File: src/rtl/uart_rx_mmio.sv
// uart_rx_mmio: 8N1 UART receiver with a byte FIFO behind a two-register memory-mapped interface
module uart_rx_mmio #(
  parameter int CLKS_PER_BIT = 434,
  parameter int FIFO_DEPTH   = 8,
  parameter int DATA_WIDTH   = 32
) (
  input  logic                  clk,
  input  logic                  rst,
  input  logic                  SerialIn,
  input  logic                  rdEn,
  input  logic                  wrtEn,
  input  logic                  addr,
  input  logic [DATA_WIDTH-1:0] WrData,
  output logic [DATA_WIDTH-1:0] ReadReg,
  output logic                  rx_irq
);
  localparam int AW = $clog2(FIFO_DEPTH);
  localparam logic [15:0] HALF_M1 = 16'(CLKS_PER_BIT / 2 - 1);
  localparam logic [15:0] FULL_M1 = 16'(CLKS_PER_BIT - 1);
  typedef enum logic [1:0] {IDLE, START, DATA, STOP} state_t;
  state_t state_q, state_d;
  logic sync1_q, sync2_q;
  logic [15:0] baud_q, baud_d;
  logic [2:0] idx_q, idx_d;
  logic [7:0] shift_q, shift_d;
  logic push_q, push_d, ferr_set;
  logic [7:0] mem_q [FIFO_DEPTH];
  logic [AW-1:0] wr_ptr_q, rd_ptr_q;
  logic [AW:0] count_q, count_d;
  logic ovr_q, ovr_d, ferr_q, ferr_d;
  logic empty, full, pop, push_ok, ovr_set, clr_ovr, clr_ferr;
  logic [8:0] status;
  logic wr_unused;
  assign wr_unused = ^{WrData[DATA_WIDTH-1:4], WrData[1:0]};
  always_ff @(posedge clk)
    if (!rst) begin
      sync1_q <= 1'b1;
      sync2_q <= 1'b1;
    end else begin
      sync1_q <= SerialIn;
      sync2_q <= sync1_q;
    end
  always_comb begin
    state_d  = state_q;
    baud_d   = baud_q + 16'd1;
    idx_d    = idx_q;
    shift_d  = shift_q;
    push_d   = 1'b0;
    ferr_set = 1'b0;
    case (state_q)
      IDLE: begin
        baud_d = '0;
        if (!sync2_q) state_d = START;
      end
      START:
        if (baud_q == HALF_M1) begin
          baud_d  = '0;
          state_d = sync2_q ? IDLE : DATA;
        end
      DATA:
        if (baud_q == FULL_M1) begin
          baud_d         = '0;
          shift_d[idx_q] = sync2_q;
          idx_d          = idx_q + 3'd1;
          if (idx_q == 3'd7) state_d = STOP;
        end
      STOP:
        if (baud_q == FULL_M1) begin
          baud_d   = '0;
          push_d   = sync2_q;
          ferr_set = !sync2_q;
          state_d  = IDLE;
        end
      default: state_d = IDLE;
    endcase
  end
  assign empty    = count_q == '0;
  assign full     = count_q == (AW+1)'(FIFO_DEPTH);
  assign pop      = rdEn & ~addr & ~empty;
  assign push_ok  = push_q & (~full | pop);
  assign ovr_set  = push_q & full & ~pop;
  assign clr_ovr  = wrtEn & addr & WrData[2];
  assign clr_ferr = wrtEn & addr & WrData[3];
  assign count_d  = count_q + (AW+1)'(push_ok) - (AW+1)'(pop);
  assign ovr_d    = ovr_set | (ovr_q & ~clr_ovr);
  assign ferr_d   = ferr_set | (ferr_q & ~clr_ferr);
  always_ff @(posedge clk)
    if (!rst) begin
      state_q  <= IDLE;
      baud_q   <= '0;
      idx_q    <= '0;
      shift_q  <= '0;
      push_q   <= 1'b0;
      wr_ptr_q <= '0;
      rd_ptr_q <= '0;
      count_q  <= '0;
      ovr_q    <= 1'b0;
      ferr_q   <= 1'b0;
    end else begin
      state_q  <= state_d;
      baud_q   <= baud_d;
      idx_q    <= idx_d;
      shift_q  <= shift_d;
      push_q   <= push_d;
      wr_ptr_q <= wr_ptr_q + AW'(push_ok);
      rd_ptr_q <= rd_ptr_q + AW'(pop);
      count_q  <= count_d;
      ovr_q    <= ovr_d;
      ferr_q   <= ferr_d;
    end
  always_ff @(posedge clk)
    if (push_ok) mem_q[wr_ptr_q] <= shift_q;
  assign status  = {5'(count_q), ferr_q, ovr_q, full, ~empty};
  assign ReadReg = addr ? DATA_WIDTH'(status) : DATA_WIDTH'(empty ? 8'h00 : mem_q[rd_ptr_q]);
  assign rx_irq  = ~empty;
endmodule

File: config.mk
export PLATFORM = sky130hd
export DESIGN_NAME = uart_rx_mmio
export DESIGN_NICKNAME = d
export VERILOG_FILES = /design/src/rtl/uart_rx_mmio.sv
export SDC_FILE = /design/constraint.sdc
export NUM_CORES = 1
export LEC_CHECK = 0
export ABC_AREA = 1
export CAP_MARGIN = 15
export CORE_UTILIZATION = 30
export DETAILED_ROUTE_END_ITERATION = 10
export REMOVE_ABC_BUFFERS = 1
export SLEW_MARGIN = 30
export SYNTH_ARGS = -nofsm -noshare
export SYNTH_HDL_FRONTEND = slang
export SYNTH_SLANG_ARGS = --single-unit
export TNS_END_PERCENT = 1
File: constraint.sdc
create_clock -name clk -period 6.6 [get_ports clk]
set_clock_uncertainty 0.15 [all_clocks]
set_input_delay 1.98 -clock clk [delete_from_list [all_inputs] [get_ports clk]]
set_output_delay 1.98 -clock clk [all_outputs]
set_load 0.01 [all_outputs]
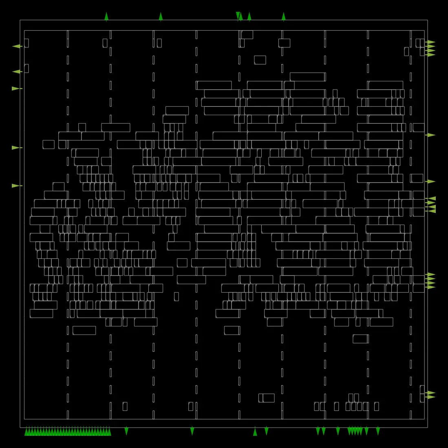
Run 1: cell placement
Core Area: 16100 sq um
FILL cells: 1643
post-route core utilization: 0.344
post-route insts no fill: 764
n_taps: 216

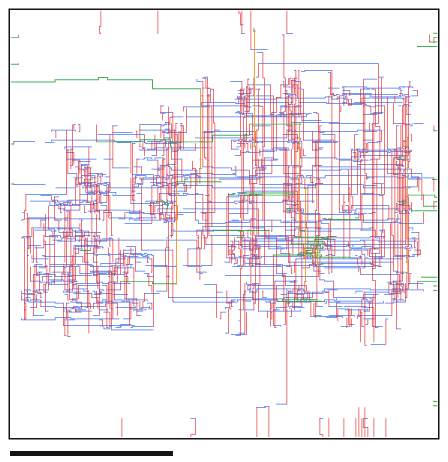
Run 1: routed metal, one colour a layer
Scale bar: 50 um.
Green is met3, wire length 395 um. Blue is met1, wire length 4460 um. Orange is met4, wire length 204 um. Red is met2, wire length 5010 um.
via count: 3501
Total GRT Usage: 0.124
Total Wirelength: 10.1 mm
WL/cell: 13.2 um

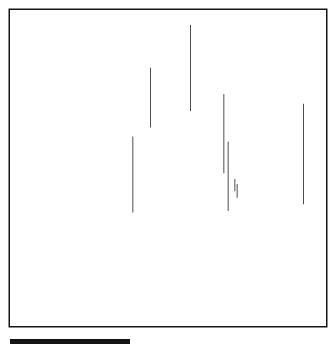
Run 1: signal wires on met4
Scale bar: 50 um.
The layer carries 204 um of wire. The layer holds 2.0% of the routed length. The longest straight run is 41.5 um.

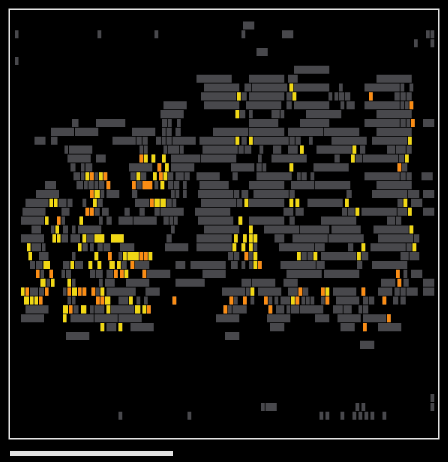
Run 1: gate-type map
Scale bar: 50 um.
Orange is inverters, cells 55. Yellow is NOR gates, cells 96.

==> GITHUB_STEP_SUMMARY, run 1 <==
### Metrics collected by this job

| Metric | Value |
|---|---|
| Longest Clk Path Bufs | 2 |
| Critical Path RT | 4470 ps |
| Clk Tree Root Cell | clkbuf_16 |
| Cts bufs inserted | 9 |
| Critical path type | input pin to primary output |
| FF/Latch Area | 2800 sq um |
| CP startpoint | addr |
| Detailed placement HPWL | 6.96 mm |
| Hold depth | 1 |
| Commonest Layout Cell | nor2_1 |
| Startpoint types | input pin |
| Max stage delay on crit path | 550 ps |
| Slew headroom | 0.352 |
| R2R Path End | mem_q[4][2] |
| CTS Sinks | 108 |
| Resize count post-CTS | 0 |
| Part of the cycle the worst path needs | 0.903 |
| Yosys warnings | 0 |
| Worst VDD drop | 0.146 mV |
| Run status | completed |
| Post-synthesis cell count from yosys | 533 |
| Number of distinct library cells after synthesis | 39 |
| R2R depth | 9 |
| Clk latency late pin | 350 ps |
| EDFF count, synth | 64 |
| Initial antenna violation count | 0 |
| Synthesized area | 5010 sq um |
| Antenna Violating Nets Remaining | 0 |
| Setup-failing EPs final | 0 |
| Avg Cell Area, Syn | 9.40 sq um |
| R2R Path Start | count_q[3] |
| Synth-to-layout area growth | 10.5% |
| Routability Congestion | 0.802 |
| RSZ-0062 raised after global routing | no |
| Share of cells above drive strength 1 | 0.0566 |
| Register share of total power | 0.492 |
| Max-slew violations | 0 |
| Ports | 71 |
| Max H-tree Level | 3 |
| # DRC | 0 |
| Fin Setup TNS | 0 ps |
| Sw frac | 0.270 |
| Post-synth ARST share | 0 |
| Via-per-instance ratio | 4.58 |
| Total grt overflow | 0 |
| Switching power | 399 uW |
| # port buffers | 16 |
| Slowest CP cell | clkdlybuf4s50_1 |
| Hold Startpoint | sync1_q |
| Post-CTS Setup Bufs | 0 |
| Slew @ Worst Pin | 969 ps |
| DR pass1 iterations | 5 |
| Synth top area share | 0.384 |
| Worst path cell trace | clkdlybuf4s50_1, inv_1, nand2_1, inv_2, o211ai_1, o21ai_1, clkdlybuf4s50_1 |
| Crit. End Element | primary output |
| Yosys Chip Area | 5010 sq um |
| # hold bufs at CTS | 0 |
| Tool Warnings | 58 |
| Leak | 2.02 nW |
| Most instantiated logic cells after routing | 81 x nor2_1, 77 x nand2_1, 64 x edfxtp_1 |
| Critical-path maximum fanout | 8 |
| TritonCTS clock tree | built |
| Logic pwr share | 0.171 |
| P_int | 1.08 mW |
| Combinational Area | 1800 sq um |
| Largest net degree at the start of global routing | 35 |
| Most common cell on crit path | clkdlybuf4s50_1 |
| Reg clk slew, reported paths | 60 ps |
| First-pass GRT wire length | 16.7 mm |
| Commonest flop | edfxtp_1 |
| Reg2Reg Setup Slack | 3720 ps |
| F_max | 0.168 GHz |
| Starting density of the core | 0.311 |
| Via count of the first global-routing pass | 3374 |
| ANT cells | 0 |
| Crit path time final | 5960 ps |
| Hold endpoint | sync2_q |
| Maxcap violations | 0 |
| # rows | 46 |
| DIE HEIGHT | 131 um |
| Die W | 131 um |
| Hold WS | 262 ps |
| Yosys reg bits | 108 |
| Final-report hold violation count | 0 |
| Clock Power Share | 0.337 |
| Yosys top cell by area | edfxtp_1 |
| Worst EP arrival | 3830 ps |
| Die area | 17200 sq um |
| Sequential share of the synthesized area | 0.560 |
| P per Cell Area | 267 nW/um^2 |
| Gate count of the mapped netlist | 533 |
| Detailed Route Iter0 Violations | 245 |
| Hold Path Class | flip-flop to flip-flop |
| Largest cells by area | edfxtp_1 38%, dfxtp_1 18%, nor2_1 6.1% |
| Nets | 596 |
## run 1: per-layer routing
layer | GRT usage | vias up | wire length (um)
met5 | 0 | - | 0
met4 | 0.0418 | 0 | 204
met3 | 0.0289 | 16 | 394
met2 | 0.217 | 86 | 5010
met1 | 0.148 | 1629 | 4460
li1 | - | 1770 | -
## run 1: critical path, delay by kind of cell
family	cells	cell delay (ps)
AND/OR/NAND/NOR	1	100
buffers and inverters	4	1460
AND-OR/OR-AND	2	290
## run 1: state kept, by name, indices dropped and copies added, names as in the netlist, named ones only
register / cells
rd_ptr_q: 3
push_q: 1
idx_q: 3
state_q: 1
ferr_q: 1
ovr_q: 1
baud_q: 16
count_q: 4
mem_q: 64
shift_q: 8
sync1_q: 1
wr_ptr_q: 3
sync2_q: 1
## run 1: cell usage after synthesis (7+ instances only)
master,instances
nor2_1,81
nand2_1,77
edfxtp_1,64
inv_1,51
dfxtp_1,44
o21ai_0,40
nand3_1,27
buf_4,26
a21oi_1,17
ha_1,14
clkbuf_1,11
nor3_1,11
o211ai_1,9
nand4_1,7
o221ai_1,7
o22ai_1,7
## run 1: area by class of cell
| cell class | count | share of cell area |
|---|---|---|
| Sequential cell | 108 | 0.506 |
| Multi-Input combinational cell | 351 | 0.325 |
| Tap cell | 216 | 0.0488 |
| Clock buffer | 11 | 0.0420 |
| Inverter | 55 | 0.0382 |
| Timing Repair Buffer | 18 | 0.0316 |
| Clock inverter | 5 | 0.00768 |
## run 1: metrics by stage
step / total power, mW / cells / cell area [sq um] / setup slack, ps / util
3_5_place_dp: 0.995 / 748 / 5260 / 629 / 0.326
5_1_grt: 1.55 / 764 / 5540 / 518 / 0.344
6_report: 1.48 / 764 / 5540 / 642 / 0.344
4_1_cts: 1.49 / 764 / 5540 / 621 / 0.344
2_1_floorplan: 0.891 / 514 / 4820 / 1970 / -
3_3_place_gp: 0.986 / 748 / 5260 / 640 / 0.326
## run 1: how the worst max path moves through the flow
stage	endpoint	slack [ps]	cells past startpoint
detailed placement	ReadReg[1]	630	7
CTS	ReadReg[1]	620	7
finish	ReadReg[1]	640	7
global route	ReadReg[1]	520	7
global placement	ReadReg[1]	640	7
floorplan	ReadReg[4]	1970	5
## run 1: power by group through the flow
stage / sequential [mW] / combinational, mW / clock (mW)
2_1_floorplan: 0.748 / 0.143 / 0
3_3_place_gp: 0.741 / 0.245 / 0
3_5_place_dp: 0.742 / 0.253 / 0
4_1_cts: 0.727 / 0.255 / 0.513
5_1_grt: 0.728 / 0.284 / 0.537
6_report: 0.727 / 0.252 / 0.499
## run 1: kinds of logic after synthesis
kind of cell	after synthesis	share of synthesized area
flip-flops	108	0.560
buffers and inverters	97	0.0979
adder cells (fa/ha/maj)	15	0.0390
XOR/XNOR	10	0.0175
AND-OR/OR-AND	85	0.0982
other	1	0.000749
AND/OR/NAND/NOR	217	0.187
Run 1, placement by cell class:
Scale bar: 50 um. Fill, decap, tap and diode cells in grey.
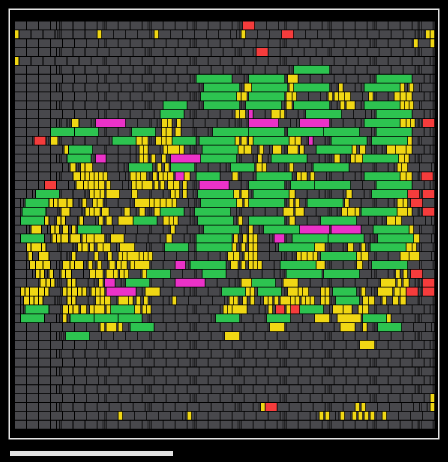

==> run 2, diff against run 1 <==
- CELL_PAD_IN_SITES_DETAIL_PLACEMENT: not set -> 2
- CELL_PAD_IN_SITES_GLOBAL_PLACEMENT: not set -> 2
- PLACE_DENSITY_LB_ADDON: not set -> 0.1
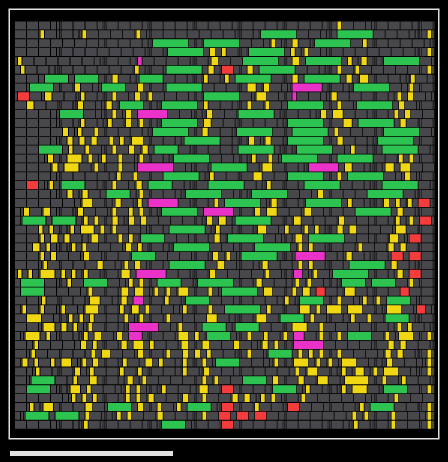
Run 2: placement by cell class
Scale bar: 50 um. Fill, decap, tap and diode cells in grey.
Yellow is all other logic, cells 406, share of their area 38%. Magenta is clock drivers and dummy loads, cells 16, share of their area 5.6%. Red is other buffers and delay cells, cells 19, share of their area 3.4%. Green is flip-flops, cells 108, share of their area 53%.
post-layout instance area: 5580 sq um
# rows: 46
flop share of the area: 0.502
post-route core utilization: 0.346

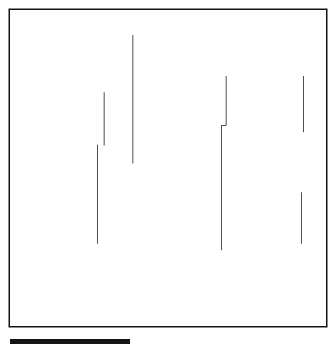
Run 2: signal wires on met4
Scale bar: 50 um.
via count: 3674
Total Wirelength: 13.3 mm

==> run 2 against run 1 <==
Effect of this change: first-iteration DRC count down 24%; sequential share of layout area down 0.37 points; hold slack better by 6.6 ps.
==> GITHUB_STEP_SUMMARY, run 2 <==
### Metrics collected by this job

| Metric | Value |
|---|---|
| Run status | completed (unchanged) |
| Nets | 597 (was 596) |
| PnR worst setup slack | 629 ps (was 642 ps) |
| Resize count post-CTS | 0 (unchanged) |
| Power Total | 1.55 mW (was 1.48 mW) |
| Number of distinct library cells after synthesis | 39 (unchanged) |
| Setup-failing EPs final | 0 (unchanged) |
| Slew @ Worst Pin | 954 ps (was 969 ps) |
| Via count of the first global-routing pass | 3927 (was 3374) |
| First-pass GRT wire length | 21.4 mm (was 16.7 mm) |
| Critical Path RT | 4470 ps (about the same) |
| Max reg flops | 64 (unchanged) |
| Largest net degree at the start of global routing | 34 (was 35) |
| Metal-1 WL | 5.98 mm (was 4.46 mm) |
| Max layer used | met4 (unchanged) |
| Hold Path Class | flip-flop to flip-flop (unchanged) |
| Synth cell count leaders | 81 x nor2_1, 77 x nand2_1, 64 x edfxtp_1, 51 x inv_1, 44 x dfxtp_1 (unchanged) |
| Startpoint types | input pin (unchanged) |
| # DRC | 0 (unchanged) |
| # hold bufs at CTS | 0 (unchanged) |
| Via-per-instance ratio | 4.80 (was 4.58) |
| F_max | 0.167 GHz (was 0.168 GHz) |
| Synth top area share | 0.384 (unchanged) |
| Worst EP arrival | 3840 ps (was 3830 ps) |
| Yosys reg bits | 108 (unchanged) |
| Die W | 131 um (unchanged) |
| Ports | 71 (unchanged) |
| P per Cell Area | 278 nW/um^2 (was 267 nW/um^2) |
| Critical-path maximum fanout | 8 (unchanged) |
| Detailed placement HPWL | 9.24 mm (was 6.96 mm) |
| Reg clk slew, reported paths | 70 ps (was 60 ps) |
| Commonest flop | edfxtp_1 (unchanged) |
| Metal2 WL | 6.81 mm (was 5.01 mm) |
| Part of the cycle the worst path needs | 0.905 (was 0.903) |
| Yosys Chip Area | 5010 sq um (unchanged) |
| Final-report hold violation count | 0 (unchanged) |
| Core Area | 16100 sq um (unchanged) |
| TritonCTS clock tree | built (unchanged) |
| Post-CTS Setup Bufs | 0 (unchanged) |
| Max H-tree Level | 3 (unchanged) |
| Crit. End Element | primary output (unchanged) |
| Largest cells by area | edfxtp_1 38%, dfxtp_1 18%, nor2_1 6.1% (unchanged) |
| ANT cells | 0 (unchanged) |
| Longest Clk Path Bufs | 2 (unchanged) |
| Leak | 2.03 nW (was 2.02 nW) |
| Yosys top cell by area | edfxtp_1 (unchanged) |
| Clk latency late pin | 350 ps (about the same) |
| Fin Setup TNS | 0 ps (unchanged) |
| Tool Warnings | 58 (unchanged) |
| Max-slew violations | 0 (unchanged) |
| EDFF count, synth | 64 (unchanged) |
| DIE HEIGHT | 131 um (unchanged) |
| Antenna Violating Nets Remaining | 0 (unchanged) |
| Critical path type | input pin to primary output (unchanged) |
| Post-synthesis cell count from yosys | 533 (unchanged) |
| Slew headroom | 0.362 (was 0.352) |
| Crit path time final | 5970 ps (was 5960 ps) |
| DR pass1 iterations | 4 (was 5) |
| Synthesized area | 5010 sq um (unchanged) |
| Post-synth ARST share | 0 (unchanged) |
| Total grt overflow | 0 (unchanged) |
| Most flop-heavy register | mem_q (unchanged) |
| Yosys warnings | 0 (unchanged) |
| Maxcap violations | 0 (unchanged) |
| Die area | 17200 sq um (unchanged) |
| Most instantiated logic cells after routing | 77 x nand2_1, 77 x nor2_1, 64 x edfxtp_1 (was 81 x nor2_1, 77 x nand2_1, 64 x edfxtp_1) |
| Worst VDD drop | 0.141 mV (was 0.146 mV) |
| # port buffers | 16 (unchanged) |
| Met3 WL | 282 um (was 394 um) |
| Gate count of the mapped netlist | 533 (unchanged) |
| Biggest regs | mem_q x64, baud_q x16, shift_q x8 (unchanged) |
| DP Worst Slack | 630 ps (was 629 ps) |
| CTS Sinks | 108 (unchanged) |
| Detailed Route Iter0 Violations | 187 (was 245) |
| Initial antenna violation count | 0 (unchanged) |
| Synth top cell by count | nor2_1 (unchanged) |
| Clk Tree Root Cell | clkbuf_16 (unchanged) |
| Synth-to-layout area growth | 11.4% (was 10.5%) |
| RSZ-0062 raised after global routing | no (unchanged) |
| Sequential share of the synthesized area | 0.560 (unchanged) |
| Starting density of the core | 0.311 (unchanged) |
| Avg Cell Area, Syn | 9.40 sq um (unchanged) |
| Cts bufs inserted | 9 (unchanged) |
| Share of cells above drive strength 1 | 0.0674 (was 0.0566) |
| Routability Congestion | 0.725 (was 0.802) |
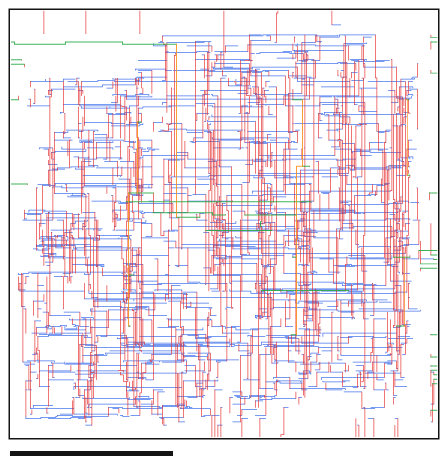
Run 2: routed metal, one colour a layer
Scale bar: 50 um.
Blue is met1, wire length 5980 um. Orange is met4, wire length 234 um. Green is met3, wire length 282 um. Red is met2, wire length 6810 um.
Total GRT Usage: 0.162
WL/cell: 17.4 um

## run 2: cell type report
class / count / area (sq um)
Clock buffer: 9 / 225
Clock inverter: 7 / 73.8
Fill cell: 1806 / 10500
Inverter: 55 / 211
Multi-Input combinational cell: 351 / 1810
Sequential cell: 108 / 2800
Tap cell: 216 / 270
Timing Repair Buffer: 19 / 183
## run 2: layer usage
layer	GRT usage	up-vias
met2	0.293	47
met3	0.0197	16
met4	0.0621	0
met1	0.196	1839
li1	-	1772
met5	0	-
## run 2: metrics by stage
step,hold WS (ps),area (sq um),utilization,cells
after global routing,281,5580,0.346,765
after CTS,272,5570,0.346,765
final,269,5580,0.346,765
after floorplan,243,4820,-,514
after global placement,245,5270,0.327,749
after detailed placement,254,5270,0.327,749
## run 2: where the power goes
group	internal [mW]	switching [mW]	total (mW)
Clock	0.297	0.258	0.555
Combinational	0.100	0.167	0.267
Sequential	0.718	0.00962	0.727
Total	1.11	0.435	1.55
## run 2: final timing paths
path	from	endpoint	slack, ps	depth (start not counted)
max	addr	ReadReg[4]	630	7
min	sync1_q	sync2_q	270	1
max reg2reg	count_q[2]	mem_q[1][1]	3620	9
min reg2reg	sync1_q	sync2_q	270	1
## run 2: kinds of logic (layout without fill, tap and decap cells)
logic type | Yosys count | count (layout) | share of synthesized area
AND-OR/OR-AND | 85 | 85 | 0.0982
XOR/XNOR | 10 | 10 | 0.0175
adder cells (fa/ha/maj) | 15 | 15 | 0.0390
buffers and inverters | 97 | 90 | 0.0979
flip-flops | 108 | 108 | 0.560
other | 1 | 24 | 0.000749
AND/OR/NAND/NOR | 217 | 217 | 0.187
## run 2: critical path, stage by stage
cell and delay, ps:
clkdlybuf4s50_1 490, inv_1 130, nand2_1 70, inv_2 220, o211ai_1 220, o21ai_0 150
clkdlybuf4s50_1 570
Power is estimated from default activity; no workload was simulated.
